<file path="src/rtl/ram_burst_ctrl_if.sv">
// Command, write-stream, read-stream, status and RAM-port signals of ram_burst_ctrl.
// The slave modport is the controller; the master modport is the datapath/RAM side.
interface ram_burst_ctrl_if #(
  parameter int AW = 6,
  parameter int DW = 8,
  parameter int LW = 7
);
  logic          cmd_valid;
  logic          cmd_ready;
  logic          cmd_wr;
  logic [AW-1:0] cmd_addr;
  logic [LW-1:0] cmd_len;

  logic [DW-1:0] wr_data;
  logic          wr_valid;
  logic          wr_ready;

  logic [DW-1:0] rd_data;
  logic          rd_valid;
  logic          rd_ready;

  logic          busy;
  logic          done;

  logic          ram_we;
  logic [AW-1:0] ram_addr;
  logic [DW-1:0] ram_din;
  logic [DW-1:0] ram_dout;

  modport master (
    output cmd_valid, cmd_wr, cmd_addr, cmd_len,
    output wr_data, wr_valid,
    output rd_ready,
    output ram_dout,
    input  cmd_ready, wr_ready, rd_data, rd_valid, busy, done,
    input  ram_we, ram_addr, ram_din
  );

  modport slave (
    input  cmd_valid, cmd_wr, cmd_addr, cmd_len,
    input  wr_data, wr_valid,
    input  rd_ready,
    input  ram_dout,
    output cmd_ready, wr_ready, rd_data, rd_valid, busy, done,
    output ram_we, ram_addr, ram_din
  );
endinterface

</file>
<file path="src/rtl/ram_burst_ctrl.sv">
// Burst initiator for a single-port synchronous RAM with a 1-cycle registered read:
// one command at a time, write bytes from a valid/ready stream, read bytes onto one.
module ram_burst_ctrl #(
  parameter int AW = 6,
  parameter int DW = 8,
  parameter int LW = 7
) (
  input logic            clk,
  input logic            rst,
  ram_burst_ctrl_if.slave io_bus
);
  // state      | meaning
  // S_IDLE     | waiting for a command, cmd_ready high
  // S_WR       | one RAM write per cycle with wr_valid
  // S_RD_ISSUE | address presented with we=0, RAM latches the byte
  // S_RD_CAP   | RAM output captured into rd_data, address advances
  // S_RD_OUT   | rd_data offered and held until rd_ready
  // S_DONE     | single-cycle done pulse, busy still high
  typedef enum logic [2:0] {
    S_IDLE,
    S_WR,
    S_RD_ISSUE,
    S_RD_CAP,
    S_RD_OUT,
    S_DONE
  } state_t;

  state_t        r_state;
  state_t        w_state_nxt;
  logic [AW-1:0] r_addr;
  logic [AW-1:0] w_addr_nxt;
  logic [LW-1:0] r_remain;
  logic [LW-1:0] w_remain_nxt;
  logic          r_dir;
  logic          w_dir_nxt;
  logic [DW-1:0] r_rd_data;
  logic [DW-1:0] w_rd_data_nxt;
  logic          w_wr_beat;

  assign w_wr_beat = (r_state == S_WR) && io_bus.wr_valid;

  always_ff @(posedge clk or posedge rst) begin
    if (rst) begin
      r_state   <= S_IDLE;
      r_addr    <= '0;
      r_remain  <= '0;
      r_dir     <= 1'b0;
      r_rd_data <= '0;
    end else begin
      r_state   <= w_state_nxt;
      r_addr    <= w_addr_nxt;
      r_remain  <= w_remain_nxt;
      r_dir     <= w_dir_nxt;
      r_rd_data <= w_rd_data_nxt;
    end
  end

  always_comb begin
    w_state_nxt   = r_state;
    w_addr_nxt    = r_addr;
    w_remain_nxt  = r_remain;
    w_dir_nxt     = r_dir;
    w_rd_data_nxt = r_rd_data;
    case (r_state)
      S_IDLE: begin
        if (io_bus.cmd_valid) begin
          w_addr_nxt   = io_bus.cmd_addr;
          w_remain_nxt = io_bus.cmd_len;
          w_dir_nxt    = io_bus.cmd_wr;
          if (io_bus.cmd_len == '0) begin
            w_state_nxt = S_DONE;
          end else if (io_bus.cmd_wr) begin
            w_state_nxt = S_WR;
          end else begin
            w_state_nxt = S_RD_ISSUE;
          end
        end
      end
      S_WR: begin
        if (io_bus.wr_valid) begin
          w_addr_nxt   = r_addr + AW'(1);
          w_remain_nxt = r_remain - LW'(1);
          if (r_remain == LW'(1)) begin
            w_state_nxt = S_DONE;
          end
        end
      end
      S_RD_ISSUE: begin
        w_state_nxt = S_RD_CAP;
      end
      S_RD_CAP: begin
        // Address and count advance here so RD_OUT can hold a stable address.
        w_rd_data_nxt = io_bus.ram_dout;
        w_addr_nxt    = r_addr + AW'(1);
        w_remain_nxt  = r_remain - LW'(1);
        w_state_nxt   = S_RD_OUT;
      end
      S_RD_OUT: begin
        if (io_bus.rd_ready) begin
          w_state_nxt = (r_remain == '0) ? S_DONE : S_RD_ISSUE;
        end
      end
      S_DONE: begin
        w_state_nxt = S_IDLE;
      end
      default: begin
        w_state_nxt = S_IDLE;
      end
    endcase
  end

  assign io_bus.cmd_ready = (r_state == S_IDLE);
  assign io_bus.busy      = (r_state != S_IDLE);
  assign io_bus.wr_ready  = (r_state == S_WR);
  assign io_bus.rd_valid  = (r_state == S_RD_OUT);
  assign io_bus.done      = (r_state == S_DONE);
  assign io_bus.rd_data   = r_rd_data;
  assign io_bus.ram_we    = w_wr_beat;
  assign io_bus.ram_addr  = r_addr;
  assign io_bus.ram_din   = io_bus.wr_data;

  a_we_only_in_write: assert property (@(posedge clk) disable iff (rst)
    io_bus.ram_we |-> (r_state == S_WR) && r_dir);

  a_read_states_dir: assert property (@(posedge clk) disable iff (rst)
    (r_state inside {S_RD_ISSUE, S_RD_CAP, S_RD_OUT}) |-> !r_dir);

  a_done_single: assert property (@(posedge clk) disable iff (rst)
    io_bus.done |=> !io_bus.done);

  a_rd_hold: assert property (@(posedge clk) disable iff (rst)
    (io_bus.rd_valid && !io_bus.rd_ready) |=> (io_bus.rd_valid && $stable(io_bus.rd_data)));
endmodule

</file>
<file path="src/flat_wrapper.sv">
// flat-port wrapper written by rule: the top's interface ports become plain ports
module ram_burst_ctrl_flat 
#(
  parameter int AW = 6,
  parameter int DW = 8,
  parameter int LW = 7
)
  (clk, rst, io_bus_cmd_valid, io_bus_cmd_wr, io_bus_cmd_addr, io_bus_cmd_len, io_bus_wr_data, io_bus_wr_valid, io_bus_rd_ready, io_bus_ram_dout, io_bus_cmd_ready, io_bus_wr_ready, io_bus_rd_data, io_bus_rd_valid, io_bus_busy, io_bus_done, io_bus_ram_we, io_bus_ram_addr, io_bus_ram_din);
  ram_burst_ctrl_if #(.AW(AW), .DW(DW), .LW(LW)) io_bus_i ();
  input logic clk;
  input logic rst;
  input wire logic [$bits(io_bus_i.cmd_valid)-1:0] io_bus_cmd_valid;
  input wire logic [$bits(io_bus_i.cmd_wr)-1:0] io_bus_cmd_wr;
  input wire logic [$bits(io_bus_i.cmd_addr)-1:0] io_bus_cmd_addr;
  input wire logic [$bits(io_bus_i.cmd_len)-1:0] io_bus_cmd_len;
  input wire logic [$bits(io_bus_i.wr_data)-1:0] io_bus_wr_data;
  input wire logic [$bits(io_bus_i.wr_valid)-1:0] io_bus_wr_valid;
  input wire logic [$bits(io_bus_i.rd_ready)-1:0] io_bus_rd_ready;
  input wire logic [$bits(io_bus_i.ram_dout)-1:0] io_bus_ram_dout;
  output wire logic [$bits(io_bus_i.cmd_ready)-1:0] io_bus_cmd_ready;
  output wire logic [$bits(io_bus_i.wr_ready)-1:0] io_bus_wr_ready;
  output wire logic [$bits(io_bus_i.rd_data)-1:0] io_bus_rd_data;
  output wire logic [$bits(io_bus_i.rd_valid)-1:0] io_bus_rd_valid;
  output wire logic [$bits(io_bus_i.busy)-1:0] io_bus_busy;
  output wire logic [$bits(io_bus_i.done)-1:0] io_bus_done;
  output wire logic [$bits(io_bus_i.ram_we)-1:0] io_bus_ram_we;
  output wire logic [$bits(io_bus_i.ram_addr)-1:0] io_bus_ram_addr;
  output wire logic [$bits(io_bus_i.ram_din)-1:0] io_bus_ram_din;
  assign io_bus_i.cmd_valid = io_bus_cmd_valid;
  assign io_bus_i.cmd_wr = io_bus_cmd_wr;
  assign io_bus_i.cmd_addr = io_bus_cmd_addr;
  assign io_bus_i.cmd_len = io_bus_cmd_len;
  assign io_bus_i.wr_data = io_bus_wr_data;
  assign io_bus_i.wr_valid = io_bus_wr_valid;
  assign io_bus_i.rd_ready = io_bus_rd_ready;
  assign io_bus_i.ram_dout = io_bus_ram_dout;
  assign io_bus_cmd_ready = io_bus_i.cmd_ready;
  assign io_bus_wr_ready = io_bus_i.wr_ready;
  assign io_bus_rd_data = io_bus_i.rd_data;
  assign io_bus_rd_valid = io_bus_i.rd_valid;
  assign io_bus_busy = io_bus_i.busy;
  assign io_bus_done = io_bus_i.done;
  assign io_bus_ram_we = io_bus_i.ram_we;
  assign io_bus_ram_addr = io_bus_i.ram_addr;
  assign io_bus_ram_din = io_bus_i.ram_din;
  ram_burst_ctrl #(.AW(AW), .DW(DW), .LW(LW)) u_core (.clk(clk), .rst(rst), .io_bus(io_bus_i));
endmodule
</file>
<file path="config.mk">
export PLATFORM = sky130hd
export DESIGN_NAME = ram_burst_ctrl_flat
export DESIGN_NICKNAME = d
export VERILOG_FILES = /design/src/rtl/ram_burst_ctrl_if.sv /design/src/rtl/ram_burst_ctrl.sv /design/src/flat_wrapper.sv
export SDC_FILE = /design/constraint.sdc
export NUM_CORES = 1
export LEC_CHECK = 0
export CAP_MARGIN = 10
export CELL_PAD_IN_SITES_DETAIL_PLACEMENT = 2
export CELL_PAD_IN_SITES_GLOBAL_PLACEMENT = 2
export CORE_MARGIN = 1.5
export CORE_UTILIZATION = 24
export DETAILED_ROUTE_END_ITERATION = 10
export GPL_ROUTABILITY_DRIVEN = 0
export PLACE_DENSITY = 0.81
export SLEW_MARGIN = 15
export SYNTH_ARGS = -nofsm -noshare
export SYNTH_HDL_FRONTEND = slang
export SYNTH_SLANG_ARGS = --single-unit
</file>
<file path="constraint.sdc">
create_clock -name clk -period 1.9 [get_ports clk]
set_input_delay 0.38 -clock clk [delete_from_list [all_inputs] [get_ports clk]]
set_output_delay 0.38 -clock clk [all_outputs]
set_load 0.05 [all_outputs]
</file>
Fig. 1: run 1, a small window of the routed layout
Window x 51 to 71, y 51 to 71 um. Cells in grey, sequential cells in the stronger grey; small squares are vias.
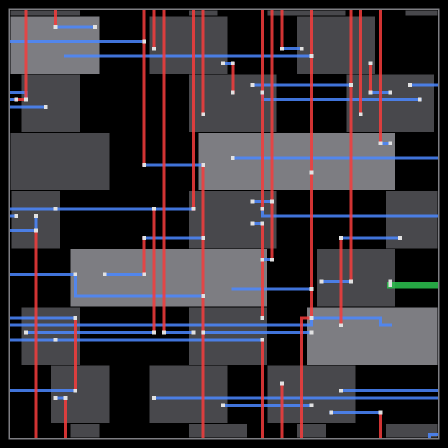
[met2] red
[met1] blue
[met3] green
cells with their middle in the window: 18
sequential cells in the window: 3
netlist names of flops here include: `u_core.io_bus.rd_data` (3)
most frequent: mux2_2 (5), clkdlybuf4s50_1 (5)

Fig. 2: run 1, wiring by layer
(6 px per um) Only two layers are drawn.
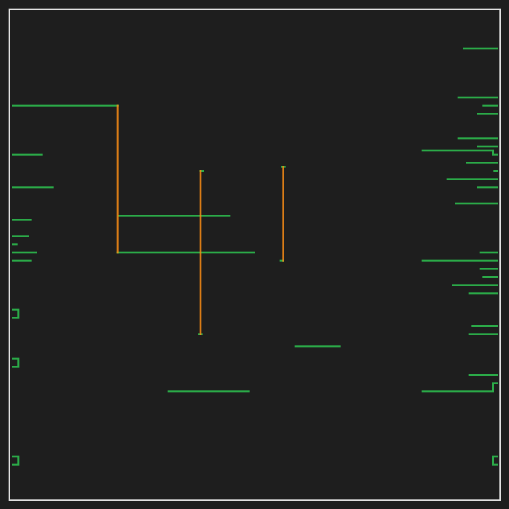
[met4] orange | wire length: 67.3 um
[met3] green | wire length: 240 um

Fig. 3: run 1, port wiring
(4 px per um)
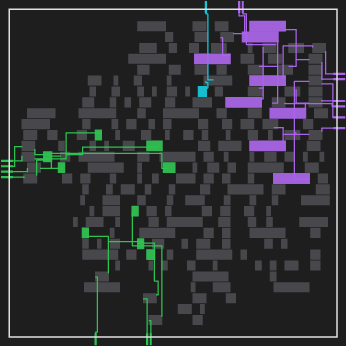
[`io_bus_rd_data`] purple | bits: 8 | direction: output | edge: 6 right, 2 top | end cells: 8 | buffers: 8 | wire: 203 um
[`io_bus_cmd_len`] green | bits: 7 | direction: input | edge: 4 left, 3 bottom | end cells: 9 | buffers: 8 | wire: 229 um
[`io_bus_ram_we`] cyan | bits: 1 | direction: output | edge: top | end cells: 1 | buffers: 1 | wire: 21.6 um

==> flow_summary.toml, run 1 <==
# generated from flow reports
[placement]
numPortBuffers = 46
placement.setup.worst_slack_ps = -143

[sta]
slew_viol_final = 0
fin_hold_ws_ps = 477
fin_setup_tns_ps = 0
layout_min_cycle_time_ps = 1820
finalSetupViolations = 0
final.setup_skew_ps = 4.88
slew_headroom = 0.661
min_period_over_period = 0.958
setup_ws_ps = 78.9
max_freq_mhz = 549

[synthesis]
netlist-cell-type-count = 45
synthesis.area_um2 = 1480
count_of_library_flops_with_an_enable_pin = 0
synthTopLogicFamily = "AND-OR/OR-AND gates"
postSynthRegisterBits = 24
yosys.stat.seqShare = 0.405
synth.avg_cell_area_um2 = 9.09
yosys-stat-cells = 163
simple_gate_portion_of_the_synthesized_area = 0.183
synth_chip_area_um2 = 1480
ff_type = "dfrtp_1"
top_cell_area_share = 0.405
synth-adder-area-share = 0.0338
synth.yosys.warnings = 0
mapped_cells = 163
ys_sh_xor = 0

[critical_path]
critical_path.startpoint_type = "flip-flop"
timing.reg2reg.worst_path_depth = 5
cpPeakStageDelay_ps = 810
worst_ep_arrival_time_ps = 1440
worst_setup_path_end_kind = "output pin"
path_delay_family = "buffers and inverters"
worst_setup_path_startpoint = "u_core.io_bus.rd_data[6]"
reg2reg_from = "u_core.r_remain[1]"
cells_along_the_critical_path = "clkdlybuf4s50_1"
path_class = "reg2out"

[cells_and_area]
antennaDiodeCount = 0
nNetsFinal = 257
clock_area_frac = 0.0189
post_layout_nonfiller_instances = 291
layout_top_cell = "clkdlybuf4s50_1"
n_multi_input_combinational_cell = 114
comb_area_um2 = 753
fraction_of_area_in_registers = 0.276
fin_util = 0.367
layout.non_clock_inverters = 8
layout-drive-gt1-share = 0.250
final-nonclk-buf-share = 0.304

[clock_network]
cts_inserted_buffers = 3
clkTransAtPathRegs_ps = 90
root_buffer_selected_by_cts = "clkbuf_8"
htreeDepth = 1
clk_path_buf_depth = 2

[route]
met3WireLength_um = 240
routed-via-count = 1467
wl_um = 4820
met2RoutedLength_um = 2410
wirelength_met1_um = 2100
drt_first_iter_violations = 31
drt_pass1_iterations = 4

[floorplan]
nWellTaps = 75
io_pins = 63
cell_row_count = 28
die.size.y_um = 81.6

[pwr]
total_switching_power_mw = 2.08
internal_power_mw = 2.07
clock_distribution_power_uw = 309
p_per_area_nw_per_um2 = 1900
seq_power_mw = 1.03
comb-power_mw = 2.82
power.combinational.fraction = 0.678

[status]
outcome = "finished clean"

[grt]
overflow = 0
grt_max_degree = 25
global_route.usage.total = 0.155
[run 1: timing repair]
action / 4_1_cts / 5_1_grt
endpoints found under the setup margin: 1 / 2
gates cloned: 0 / 0
endpoints found under the hold margin: 0 / 0
resized: 0 / 2
pin swaps: 1 / 0
buffers inserted: 2 / 0
hold buffers: 0 / 0
[run 1: routing by layer]
layer | track usage | vias up
met1 | 0.194 | 734
li1 | - | 687
met4 | 0.0517 | 0
met3 | 0.0244 | 6
met2 | 0.270 | 40
met5 | 0 | -
[run 1: flip-flops by register name, indices dropped and copies added, names as in the netlist]
name	flops
u_core.r_state	3
u_core.r_remain	7
u_core.io_bus.ram_addr	6
u_core.io_bus.rd_data	8
Fig. 4: run 1, signal wires on met2
(4 px per um)
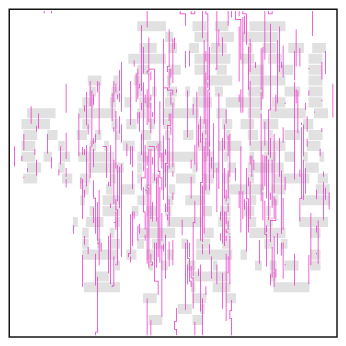

==> inputs of run 2 (changes only) <==
--- a/config.mk
+++ b/config.mk
@@ -13,6 +13,7 @@
 export DETAILED_ROUTE_END_ITERATION = 10
 export GPL_ROUTABILITY_DRIVEN = 0
 export PLACE_DENSITY = 0.81
+export REMOVE_ABC_BUFFERS = 1
 export SLEW_MARGIN = 15
 export SYNTH_ARGS = -nofsm -noshare
 export SYNTH_HDL_FRONTEND = slang
Fig. 5: run 2, signal wires on met2
(4 px per um)
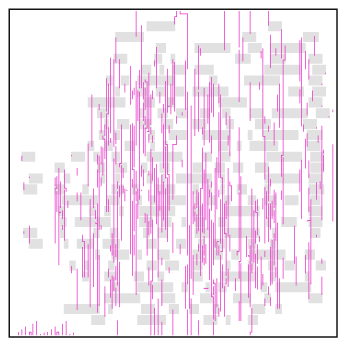
longest straight run: 43.2 um
nets with wire on the layer: 238
share of all routed wire: 52%
Routed Wire Length: 5180 um
global-route track usage on met2: 0.309
Vias: 1,480

Fig. 6: run 2, port wiring
(4 px per um)
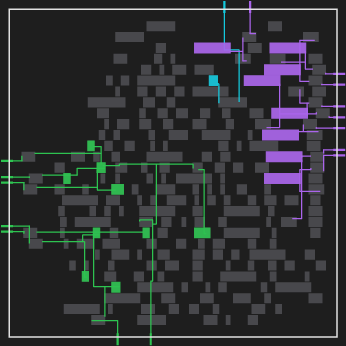
[`io_bus_rd_data`] purple | bits: 8 | direction: output | edge: 7 right, 1 top | end cells: 8 | buffers: 8 | wire: 143 um
[`io_bus_cmd_len`] green | bits: 7 | direction: input | edge: 5 left, 2 bottom | end cells: 9 | buffers: 8 | wire: 270 um
[`io_bus_ram_we`] cyan | bits: 1 | direction: output | edge: top | end cells: 1 | buffers: 1 | wire: 31.5 um

==> run 2 against run 1 <==
  * Sequential power barely moved
  * Fmax shrank 0.82%
  * Synthesized area unchanged
  * Worst setup slack lost 15 ps
  * Register-to-register slack better by 20 ps
  * Critical path depth up 3
  * Worst hold slack worse by 15 ps
  * Sequential cell count stayed put
  * Non-clock buffer count up 2
  * Combinational power about the same
  * Core utilization rose by 0.25 points
  * Global-route usage increased by 1.0 points
  * Critical path type unchanged
==> flow_summary.toml, run 2 <==
# generated from flow reports
[status]
outcome = "finished clean"

[clock_network]
cts.hold.buffers_added = 0
post_cts_resize_count = 2
root_buffer_selected_by_cts = "clkbuf_8"
cts_setup_buffers = 0
cts_inserted_buffers = 3
htreeDepth = 1
clkTransAtPathRegs_ps = 90
clk_path_buf_depth = 2

[cells_and_area]
nNetsFinal = 259
layout-drive-gt1-share = 0.251
largest_register_ff_count = 8
layout_top_cell = "clkdlybuf4s50_1"
antennaDiodeCount = 0
comb_area_um2 = 739
fin_util = 0.369

[critical_path]
reg2reg_from = "u_core.r_remain[1]"
worst_setup_path_end_kind = "output pin"
cells_along_the_critical_path = "buf_4 > nor3b_1 > buf_4 > buf_12"
worst_ep_arrival_time_ps = 1460
cpPeakStageDelay_ps = 450
worst_setup_path_startpoint = "u_core.r_state[1]"
critical_path.startpoint_type = "flip-flop"
path_delay_family = "buffers and inverters"

[pwr]
clock_distribution_power_uw = 365
power.combinational.fraction = 0.669
comb-power_mw = 2.85
total_switching_power_mw = 2.13

[synthesis]
synth.yosys.warnings = 0
synth_chip_area_um2 = 1480
simple_gate_portion_of_the_synthesized_area = 0.183
synthTopLogicFamily = "AND-OR/OR-AND gates"
ff_type = "dfrtp_1"
postSynthRegisterBits = 24
count_of_library_flops_with_an_enable_pin = 0
synth-adder-area-share = 0.0338
mapped_cells = 163
synthesis.area_um2 = 1480
yosys.stat.seqShare = 0.405

[floorplan]
io_pins = 63
die.size.y_um = 81.6
cell_row_count = 28

[route]
met3WireLength_um = 239
met2RoutedLength_um = 2720
drt_first_iter_violations = 66
wirelength_met1_um = 2210

[grt]
grt_max_degree = 25
grt-busiest-layer = "met2"
overflow = 0
grt_util_met1 = 0.191
gr-usage-met3 = 0.0344

[sta]
layout_min_cycle_time_ps = 1840
max_freq_mhz = 545
slew_viol_final = 0
slew_headroom = 0.671
min_period_over_period = 0.966
fin_setup_tns_ps = 0
-- run 2: cell counts after synthesis --
Identical to the previous run, type by type.
-- run 2: final timing paths --
kind | cells past startpoint | end | slack, ps
setup / recovery | 4 | io_bus_rd_valid | 60
hold / removal | 3 | u_core.io_bus.ram_addr[5] | 460
setup reg to reg | 5 | u_core.r_remain[6] | 110
hold reg to reg | 1 | u_core.io_bus.rd_data[4] | 520
max in group asynchronous | 3 | u_core.r_state[2] | 1160
min in group clk | 1 | u_core.io_bus.rd_data[4] | 520
-- run 2: final cells by class --
type / instances / area share
Timing Repair Buffer: 69 / 0.308
Inverter: 8 / 0.0137
Clock buffer: 4 / 0.0250
Sequential cell: 24 / 0.274
Multi-Input combinational cell: 114 / 0.336
Tap cell: 75 / 0.0427
Fig. 7: run 2, clock wiring as the flow saved it
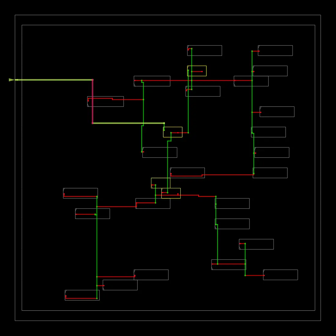

==> inputs of run 3 (changes only) <==
--- a/config.mk
+++ b/config.mk
@@ -8,7 +8,8 @@
 export CAP_MARGIN = 10
 export CELL_PAD_IN_SITES_DETAIL_PLACEMENT = 2
 export CELL_PAD_IN_SITES_GLOBAL_PLACEMENT = 2
-export CORE_MARGIN = 1.5
+export CORE_ASPECT_RATIO = 1.4
+export CORE_MARGIN = 1
 export CORE_UTILIZATION = 24
 export DETAILED_ROUTE_END_ITERATION = 10
 export GPL_ROUTABILITY_DRIVEN = 0
Fig. 8: run 3, clock wiring as the flow saved it
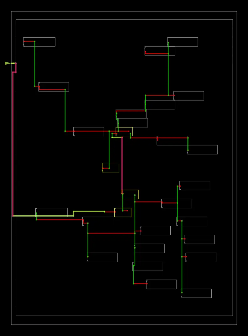
clock distribution power: 359 uW
largest clock skew in the final design: 4.07 ps
number of sinks on the clock net: 24
total clock buffers created by CTS: 3

Fig. 9: run 3, a small window of the routed layout
Window x 41 to 61, y 61 to 81 um. Cells in grey, sequential cells in the stronger grey; small squares are vias.
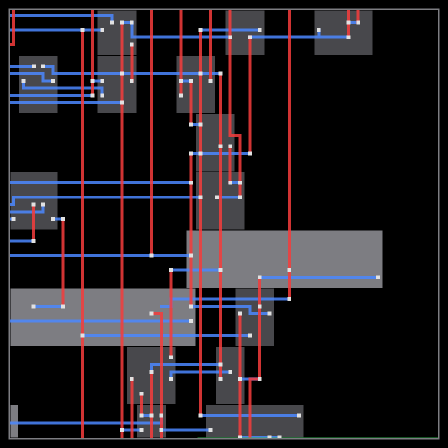
[met3] green
[met1] blue
[met2] red
most frequent: a21oi_1 (4), nand3_1 (2), dfrtp_1 (2)
sequential cells in the window: 2
cells with their middle in the window: 16
netlist names of flops here include: `u_core.io_bus.ram_addr` (2)

==> run 3 against run 2 <==
  * Clock power is 2% lower
  * Core utilization is 0.53 points lower
  * Via count is 1.4% lower
  * Worst hold slack better by 4.7 ps
==> flow_summary.toml, run 3 <==
# generated from flow reports
[critical_path]
worst_setup_path_end_kind = "output pin"
cpPeakStageDelay_ps = 490
cells_along_the_critical_path = "buf_4 > nor3b_2 > buf_12"
worst_ep_arrival_time_ps = 1440
critical_path.startpoint_type = "flip-flop"
worst_setup_path_startpoint = "u_core.r_state[0]"
reg2reg_from = "u_core.r_remain[1]"
path_class = "reg2out"

[cells_and_area]
antennaDiodeCount = 0
layout-drive-gt1-share = 0.235
largest_register_ff_count = 8
nNetsFinal = 253
layout_top_cell = "clkdlybuf4s50_1"
post_layout_nonfiller_instances = 283
fin_util = 0.364

[pwr]
total_switching_power_mw = 2.08
seq_power_mw = 1.04
power.combinational.fraction = 0.658
internal_power_mw = 2.02
comb-power_mw = 2.69

[synthesis]
count_of_library_flops_with_an_enable_pin = 0
ff_type = "dfrtp_1"
yosys.stat.seqShare = 0.405
mapped_cells = 163
top_cell_area_share = 0.405
synthTopLogicFamily = "AND-OR/OR-AND gates"
simple_gate_portion_of_the_synthesized_area = 0.183
netlist-cell-type-count = 45
synth.yosys.warnings = 0
postSynthRegisterBits = 24
synth_chip_area_um2 = 1480
ys_sh_xor = 0
yosys-stat-cells = 163
synthesis.area_um2 = 1480
synth-adder-area-share = 0.0338

[clock_network]
clkTransAtPathRegs_ps = 90
cts_setup_buffers = 0
post_cts_resize_count = 3
clk_path_buf_depth = 2
root_buffer_selected_by_cts = "clkbuf_8"

[grt]
global_route.usage.total = 0.172
grt_util_met1 = 0.188
grt_max_degree = 25
overflow = 0
grt-busiest-layer = "met2"

[sta]
layout_min_cycle_time_ps = 1820
slew_headroom = 0.670
fin_setup_tns_ps = 0
setup_ws_ps = 79.1
slew_viol_final = 0
finalSetupViolations = 0
max_freq_mhz = 549

[placement]
numPortBuffers = 46
placement.setup.worst_slack_ps = -175

[route]
drt_pass1_iterations = 4
met2RoutedLength_um = 2700
wl_um = 4890
routed-via-count = 1460
wirelength_met1_um = 1940
met3WireLength_um = 179
drt_first_iter_violations = 42

[floorplan]
io_pins = 63
die.size.y_um = 95.0

[status]
outcome = "finished clean"
run 3: critical path: cells and delay by family, from the launching register on:
kind | cells | cell delay [ps]
buffers and inverters | 2 | 370
flip-flops | 1 | 490
AND/OR/NAND/NOR | 1 | 300
run 3: layout make-up:
class,count,area [um^2],share of cell area
flip-flops and latches,24,603,0.281
well taps,70,87.6,0.0407
clock buffers,4,55.1,0.0256
inverters,8,30.0,0.0140
repair buffers,63,621,0.289
multi-input cells,114,753,0.350
run 3: path summary, 6_finish.rpt:
path,to,slack (ps),cells after the start
setup / recovery,io_bus_rd_valid,80,3
min in group clk,u_core.io_bus.rd_data[1],510,1
setup reg to reg,u_core.r_remain[6],150,6
max in group asynchronous,u_core.r_state[2],1170,3
hold / removal,u_core.r_state[1],470,3
hold reg to reg,u_core.io_bus.rd_data[1],510,1
Power figures rest on the tool's default switching activity, not on a simulated workload.
